===== src/rtl/seven_segment_mux.sv =====
`default_nettype none
// ============================================================================
// Module  : seven_segment_mux
// Purpose : Time-multiplexed, double-buffered hex driver for common-anode
//           seven-segment banks with anode guard blanking between digits.
//           Optional macro SSEG_ZERO_BLANK_EN enables leading-zero suppression.
// Revision: 1.0 - initial release
// ============================================================================
module seven_segment_mux #(
  parameter int DIGITS     = 4,
  parameter int DIV_WIDTH  = 16,
  parameter int GUARD      = 4,
  parameter int ACTIVE_LOW = 1
) (
  input  logic                  clock,
  input  logic                  reset,
  input  logic [4*DIGITS-1:0]   data,
  input  logic [DIGITS-1:0]     dp_in,
  input  logic [DIGITS-1:0]     blank,
  input  logic                  load,
  output logic                  a,
  output logic                  b,
  output logic                  c,
  output logic                  d,
  output logic                  e,
  output logic                  f,
  output logic                  g,
  output logic                  dp,
  output logic [DIGITS-1:0]     an,
  output logic                  frame_done
);

  localparam int                   c_IDX_W    = (DIGITS > 1) ? $clog2(DIGITS) : 1;
  localparam logic [c_IDX_W-1:0]   c_LAST_IDX = c_IDX_W'(DIGITS - 1);
  localparam logic [DIV_WIDTH-1:0] c_GUARD    = DIV_WIDTH'(GUARD);
  localparam logic                 c_INV      = (ACTIVE_LOW != 0);

  logic [DIV_WIDTH-1:0] r_pre;
  logic [c_IDX_W-1:0]   r_idx;
  logic                 r_pending;
  logic [4*DIGITS-1:0]  r_sh_data;
  logic [DIGITS-1:0]    r_sh_dp;
  logic [DIGITS-1:0]    r_sh_blank;
  logic [4*DIGITS-1:0]  r_dsp_data;
  logic [DIGITS-1:0]    r_dsp_dp;
  logic [DIGITS-1:0]    r_dsp_blank;
  logic [6:0]           r_seg;
  logic                 r_dp;
  logic [DIGITS-1:0]    r_an;
  logic                 r_frame_done;

  logic                 w_tick;
  logic                 w_bound;
  logic [3:0]           w_nib;
  logic                 w_sel_dp;
  logic                 w_sel_blank;
  logic                 w_sel_sup;
  logic [DIGITS-1:0]    w_onehot;
  logic [DIGITS-1:0]    w_sup;
  logic [6:0]           w_seg_lit;
  logic                 w_an_on;
  logic                 w_seg_on;
  logic                 w_dp_on;

  assign w_tick  = &r_pre;
  assign w_bound = w_tick && (r_idx == c_LAST_IDX);

`ifdef SSEG_ZERO_BLANK_EN
  // A digit is suppressed when it and every more-significant nibble are zero.
  assign w_sup[0] = 1'b0;
  for (genvar gi = 1; gi < DIGITS; gi++) begin : g_zero_sup
    assign w_sup[gi] = (r_dsp_data[4*DIGITS-1:4*gi] == '0);
  end
`else
  assign w_sup = '0;
`endif

  always_comb begin
    w_nib       = 4'h0;
    w_sel_dp    = 1'b0;
    w_sel_blank = 1'b0;
    w_sel_sup   = 1'b0;
    w_onehot    = '0;
    for (int i = 0; i < DIGITS; i++) begin
      if (r_idx == c_IDX_W'(i)) begin
        w_nib       = r_dsp_data[4*i +: 4];
        w_sel_dp    = r_dsp_dp[i];
        w_sel_blank = r_dsp_blank[i];
        w_sel_sup   = w_sup[i];
        w_onehot[i] = 1'b1;
      end
    end
  end

  // Lit pattern, bit 6 = segment a down to bit 0 = segment g.
  always_comb begin
    w_seg_lit = 7'b0000000;
    case (w_nib)
      4'h0: w_seg_lit = 7'b1111110;
      4'h1: w_seg_lit = 7'b0110000;
      4'h2: w_seg_lit = 7'b1101101;
      4'h3: w_seg_lit = 7'b1111001;
      4'h4: w_seg_lit = 7'b0110011;
      4'h5: w_seg_lit = 7'b1011011;
      4'h6: w_seg_lit = 7'b1011111;
      4'h7: w_seg_lit = 7'b1110000;
      4'h8: w_seg_lit = 7'b1111111;
      4'h9: w_seg_lit = 7'b1111011;
      4'hA: w_seg_lit = 7'b1110111;
      4'hB: w_seg_lit = 7'b0011111;
      4'hC: w_seg_lit = 7'b1001110;
      4'hD: w_seg_lit = 7'b0111101;
      4'hE: w_seg_lit = 7'b1001111;
      4'hF: w_seg_lit = 7'b1000111;
      default: w_seg_lit = 7'b0000000;
    endcase
  end

  // A suppressed digit with a decimal point keeps its anode for the dp alone.
  assign w_an_on  = (r_pre >= c_GUARD) && !w_sel_blank && (!w_sel_sup || w_sel_dp);
  assign w_seg_on = w_an_on && !w_sel_sup;
  assign w_dp_on  = w_an_on && w_sel_dp;

  always_ff @(posedge clock or negedge reset) begin
    if (!reset) begin
      r_pre        <= '0;
      r_idx        <= '0;
      r_pending    <= 1'b0;
      r_sh_data    <= '0;
      r_sh_dp      <= '0;
      r_sh_blank   <= '0;
      r_dsp_data   <= '0;
      r_dsp_dp     <= '0;
      r_dsp_blank  <= '0;
      r_seg        <= {7{c_INV}};
      r_dp         <= c_INV;
      r_an         <= {DIGITS{c_INV}};
      r_frame_done <= 1'b0;
    end else begin
      r_pre        <= r_pre + 1'b1;
      r_frame_done <= w_bound;
      if (w_tick) begin
        r_idx <= (r_idx == c_LAST_IDX) ? '0 : r_idx + 1'b1;
      end

      if (load) begin
        r_sh_data  <= data;
        r_sh_dp    <= dp_in;
        r_sh_blank <= blank;
      end

      if (w_bound && load) begin
        r_dsp_data  <= data;
        r_dsp_dp    <= dp_in;
        r_dsp_blank <= blank;
        r_pending   <= 1'b0;
      end else if (w_bound && r_pending) begin
        r_dsp_data  <= r_sh_data;
        r_dsp_dp    <= r_sh_dp;
        r_dsp_blank <= r_sh_blank;
        r_pending   <= 1'b0;
      end else if (load) begin
        r_pending   <= 1'b1;
      end

      r_seg <= (w_seg_on ? w_seg_lit : 7'b0000000) ^ {7{c_INV}};
      r_dp  <= w_dp_on ^ c_INV;
      r_an  <= (w_an_on ? w_onehot : {DIGITS{1'b0}}) ^ {DIGITS{c_INV}};
    end
  end

  assign a          = r_seg[6];
  assign b          = r_seg[5];
  assign c          = r_seg[4];
  assign d          = r_seg[3];
  assign e          = r_seg[2];
  assign f          = r_seg[1];
  assign g          = r_seg[0];
  assign dp         = r_dp;
  assign an         = r_an;
  assign frame_done = r_frame_done;

endmodule
`default_nettype wire

===== config.mk =====
export PLATFORM = sky130hd
export DESIGN_NAME = seven_segment_mux
export DESIGN_NICKNAME = d
export VERILOG_FILES = /design/src/rtl/seven_segment_mux.sv
export SDC_FILE = /design/constraint.sdc
export NUM_CORES = 1
export LEC_CHECK = 0
export CORE_MARGIN = 1.5
export CORE_UTILIZATION = 40
export CTS_BUF_LIST = sky130_fd_sc_hd__clkbuf_16
export CTS_CLUSTER_SIZE = 20
export DETAILED_ROUTE_END_ITERATION = 7
export PLACE_DENSITY_LB_ADDON = 0.2
export SYNTH_ARGS = -nofsm -noshare
export SYNTH_HDL_FRONTEND = slang
export SYNTH_SLANG_ARGS = --single-unit

===== constraint.sdc =====
create_clock -name clock -period 2.2 [get_ports clock]
set_input_delay 0.22 -clock clock [delete_from_list [all_inputs] [get_ports clock]]
set_output_delay 0.22 -clock clock [all_outputs]
set_load 0.03 [all_outputs]

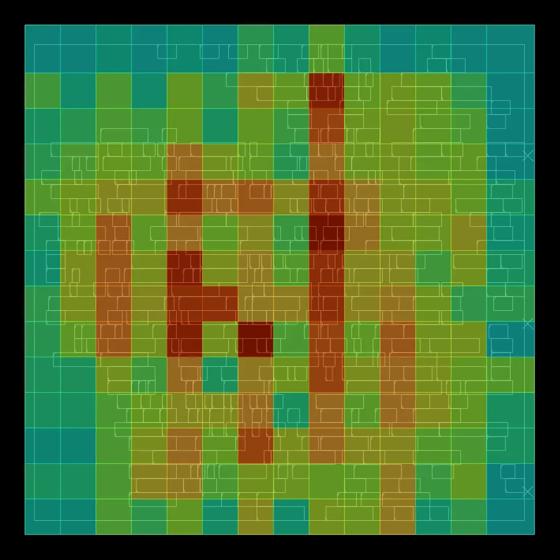
final_congestion.png
final core occ: 52.4%
GR met2 Demand/Resource: 24.5%
wire per inst: 15.3 um

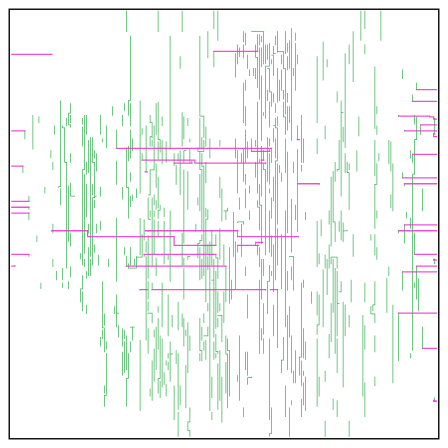
metal_stack.png
Only two layers are drawn.
Key: green = met2 [wire length 3,310 um]; magenta = met3 [wire length 371 um]

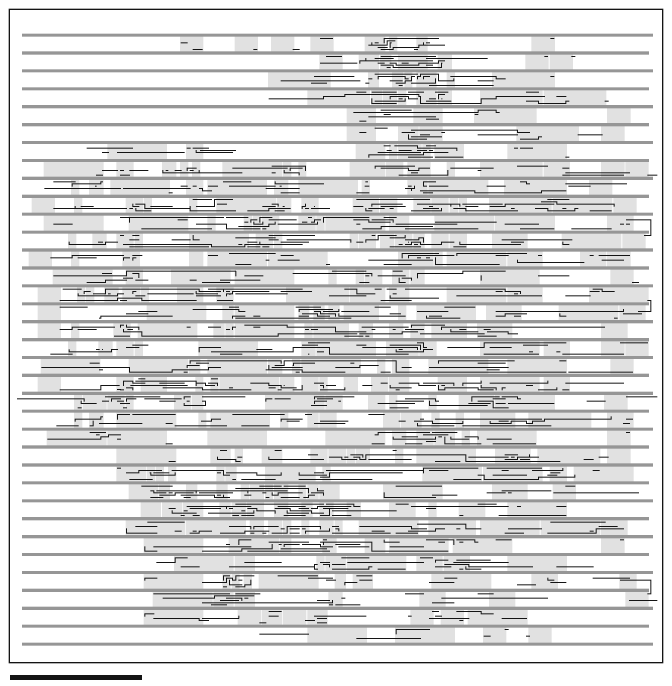
met1.png
Scale bar: 20 um. Supply wires on this layer in grey.
The wires run mostly horizontal. 353 nets have wire on it. The layer holds 49% of the routed length. The layer carries 3,600 um of wire.

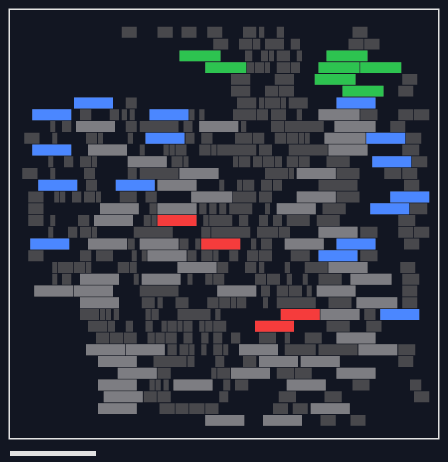
registers.png
Scale bar: 20 um. Other sequential cells in the stronger grey, the rest of the logic in the fainter grey.
Key: green = r_seg [sequential cells 7]; red = r_dsp_blank [sequential cells 4]; blue = r_sh_data [sequential cells 16]
Another 53 sequential cells are not coloured.
Sequential Area: 2020 um^2
sequential cell power: 1550 uW

==> out/results.tsv <==
stage	metric	value	unit
final_timing	Max Clock Freq	0.495	GHz
placement	dpl ws	-0.0129	ns
die	y dimension of the die	99.0	um
drt	top layer reached by signal wires	met4	
placement	GP Congestion	0.881	
drt	drt drc	3	
drt	first-iteration detailed-routing DRC count	120	
setup_path	family with the most delay on the worst path	AND-OR/OR-AND gates	
logic_synthesis	Simple-Gate Area Share	15.4	%
final_timing	RSZ-0062 raised after global routing	false	
die	fraction of the core area occupied by cells at floorplan	41.9	%
placement	total instance count after detailed placement	468	
drt	routed length on met2	3310	um
setup_path	data required time at the worst endpoint	2.43	ns
clock_network	clock root buffer master	sky130_fd_sc_hd__clkbuf_16	
logic_synthesis	instance tally after logic synthesis	319	
logic_synthesis	Yosys Chip Area	3690	um^2
placement	half-perimeter wire length after detailed placement	5110	um
drt	via density per instance	5.26	
die	total number of placement rows	34	
logic_synthesis	Yosys warnings	0	
cells_and_area	Top cell excl fill/tap	sky130_fd_sc_hd__dfrtp_1	
die	number of ports placed on the die boundary	40	
logic_synthesis	xor+xnor area frac	3.33	%
setup_path	crit start category	register	
drt	Routed Wire Length	7420	um
clock_network	clock latency of the later-clocked register in the worst-skew pair	0.33	ns
clock_network	TritonCTS Buffers	9	
status	run status	complete, but fails checks	
logic_synthesis	number of nets at floorplan	358	
setup_path	Max stage delay on crit path	0.43	ns
global_routing	Global Route Usage Sum	16.7	%
logic_synthesis	Top logic family	simple AND/OR/NAND/NOR gates	
setup_path	origin of the worst setup path	r_idx[0]	
logic_synthesis	Synth Area per Inst	11.6	um^2
global_routing	maximum number of pins on one net before global-route repair	46	
cells_and_area	multi-input combinational cell area	1620	um^2
logic_synthesis	post-synthesis mux area share	10.4	%
drt	number of search-and-repair iterations in the first detailed-routing pass	6	
clock_network	clock sink count	80	
global_routing	vias in the first global route	2589	
cells_and_area	layout overhead on the synthesized area	25.1	%
pwr	Max rail drop VDD	0.355	mV
clock_network	depth of the CTS H-tree	3	
setup_path	Slowest cell on crit path	sky130_fd_sc_hd__dfrtp_2	
logic_synthesis	fraction of post-synthesis cell area in the top cell type by area	46.1	%
logic_synthesis	Synth Cell Area	3690	um^2
die	Placeable Area	8810	um^2
logic_synthesis	yosys aoi share	9.57	%
logic_synthesis	yosys stat cell total	319	
cells_and_area	number of inserted diodes	0	
setup_path	critical path class	register to register	
placement	total cell area at the placement stage	4280	um^2
drt	routed length on met3	371	um
final_timing	Pins Over Slew Limit	0	
final_timing	pin slew with the least headroom to its limit	0.618	ns
die	width of the die	99.0	um
setup_path	largest fanout on the critical path	6	
logic_synthesis	count leader, synth	sky130_fd_sc_hd__dfrtp_1	
setup_path	CP Buf/Inv Count	2	
drt	vias after detailed routing	2550	
cells_and_area	number of filler instances in the final layout	792	
cells_and_area	share of final-layout standard cells stronger than drive strength 1	23.1	%
logic_synthesis	async set-or-reset flop fraction in the synthesized netlist	100	%
pwr	leakage power figure	0.00206	uW
clock_network	Max clock buf depth	2	
hold_path	worst hold path type	primary input to asynchronous set/reset pin	
setup_path	worst reg2reg path startpoint	r_idx[0]	
cells_and_area	summed area of non-filler cells in the final layout	4610	um^2
status	violations in the final reports	DRC	
logic_synthesis	count of cell types in the netlist	44	
global_routing	wire length of the first global-routing pass	12800	um
placement	IO Port Bufs	39	
final_timing	Final period util	91.9	%
final_timing	number of hold violations in the final report	0	
final_timing	relative slew slack	58.5	%
logic_synthesis	Synth area leaders	sky130_fd_sc_hd__dfrtp_1 46%, sky130_fd_sc_hd__dfstp_2 8.6%, sky130_fd_sc_hd__mux2_2 5.5%	
clock_network	number of buffers added for setup after CTS	0	
final_timing	final setup fails	0	
logic_synthesis	cell taking the most area after synthesis	sky130_fd_sc_hd__dfrtp_1	
final_timing	Clock Skews	0.00761	ns
logic_synthesis	fa+ha+maj area frac	4.07	%
logic_synthesis	Primary FF master, synth	sky130_fd_sc_hd__dfrtp_1	
global_routing	initial antenna violation count	0	
clock_network	clock-pin slew on the worst setup and hold paths	0.06	ns
final_timing	final critical-path required period	2.02	ns
global_routing	fraction of met1 tracks used by global routing	24.0	%
pwr	pwr/cell area	680	nW/um^2
cells_and_area	count of placed standard cells in the final layout, fillers left out	485	
cells_and_area	fin nets	411	
die	Chip Area	9800	um^2
logic_synthesis	Registers, synthesis	80	
logic_synthesis	EDFF count, synth	0	
setup_path	Critical Path, Cell by Cell	inv_2 > ha_2 > nand2b_1 > o22ai_1 > a21oi_2 > buf_4 > ha_1 > and2_1 > a21oi_1 > o221ai_1	
final_timing	post-layout worst setup margin	0.179	ns
drt	remaining antenna violation count	0	
logic_synthesis	commonest cells in the synthesized netlist	68 x sky130_fd_sc_hd__dfrtp_1, 49 x sky130_fd_sc_hd__nand2_1, 18 x sky130_fd_sc_hd__mux2_2, 13 x sky130_fd_sc_hd__a22oi_1	
global_routing	Top Usage Layer GRT	met2	
global_routing	overflow left after global routing	0	
flow_run	stage-log warning count	36	
drt	M1 WL	3600	um
flow_run	number of max-cap violations	0	
logic_synthesis	sequential share of the synthesized area	54.7	%
setup_path	kind of capture point of the worst setup path	register	
global_routing	met3 layer usage reported by global route	3.12	%
setup_path	Worst EP arrival	2.25	ns
## area by class of cell
cell class	count	area share, %
Sequential cell	80	43.7
Multi-Input combinational cell	216	35.2
Timing Repair Buffer	55	11.3
Clock buffer	10	5.42
Tap cell	108	2.93
Inverter	10	0.814
Clock inverter	6	0.570
## stage by stage
step	util [%]	setup TNS [ns]	total power [uW]	hold WS [ns]
detailed placement	48.6	-0.0318	1800	0.261
CTS	51.9	0	3170	0.453
finish	52.4	0	3140	0.437
global placement	48.6	-0.00315	1790	0.251
floorplan	-	0	1680	-0.0756
global route	52.4	0	3260	0.485
## report_power, final
part | switching (uW) | internal (uW)
clock | 551 | 815
sequential | 18.2 | 1530
combinational | 104 | 113
total | 674 | 2460
## sequential cells by signal, indices dropped and copies added (netlist names)
| register | cells |
|---|---|
| r_dsp_dp | 4 |
| r_seg | 7 |
| dp | 1 |
| an | 4 |
| r_sh_dp | 4 |
| r_dsp_blank | 4 |
| r_pre | 16 |
| r_dsp_data | 16 |
| r_pending | 1 |
| frame_done | 1 |
| r_sh_blank | 4 |
| r_idx | 2 |
| r_sh_data | 16 |
## worst paths after layout
check                                     end  slack [ns]  cells past startpoint
worst min register to register   r_sh_data[1]        0.48                      2
worst min-delay path               r_sh_dp[3]        0.44                      2
min in group clock              r_sh_data[12]        0.46                      3
worst max register to register       r_seg[0]        0.18                     10
max in group asynchronous            r_idx[0]        1.15                      3
worst max-delay path                 r_seg[0]        0.18                     10
## cells by family after synthesis
group,Yosys count
adders and majority gates,12
muxes,31
AOI/OAI and AO/OA,47
buffers and inverters,23
xor gates and xnor gates,14
and+or+nand+nor,112
DFF,80
## timing repair
action                                 4_1_cts  5_1_grt
setup endpoints to repair                    4       10
gates resized                                1       15
pin swaps                                    0        2
endpoints found under the hold margin       32        0
hold buffers                                 1        0
No activity file was given, so power comes from the tool's default toggle rates.
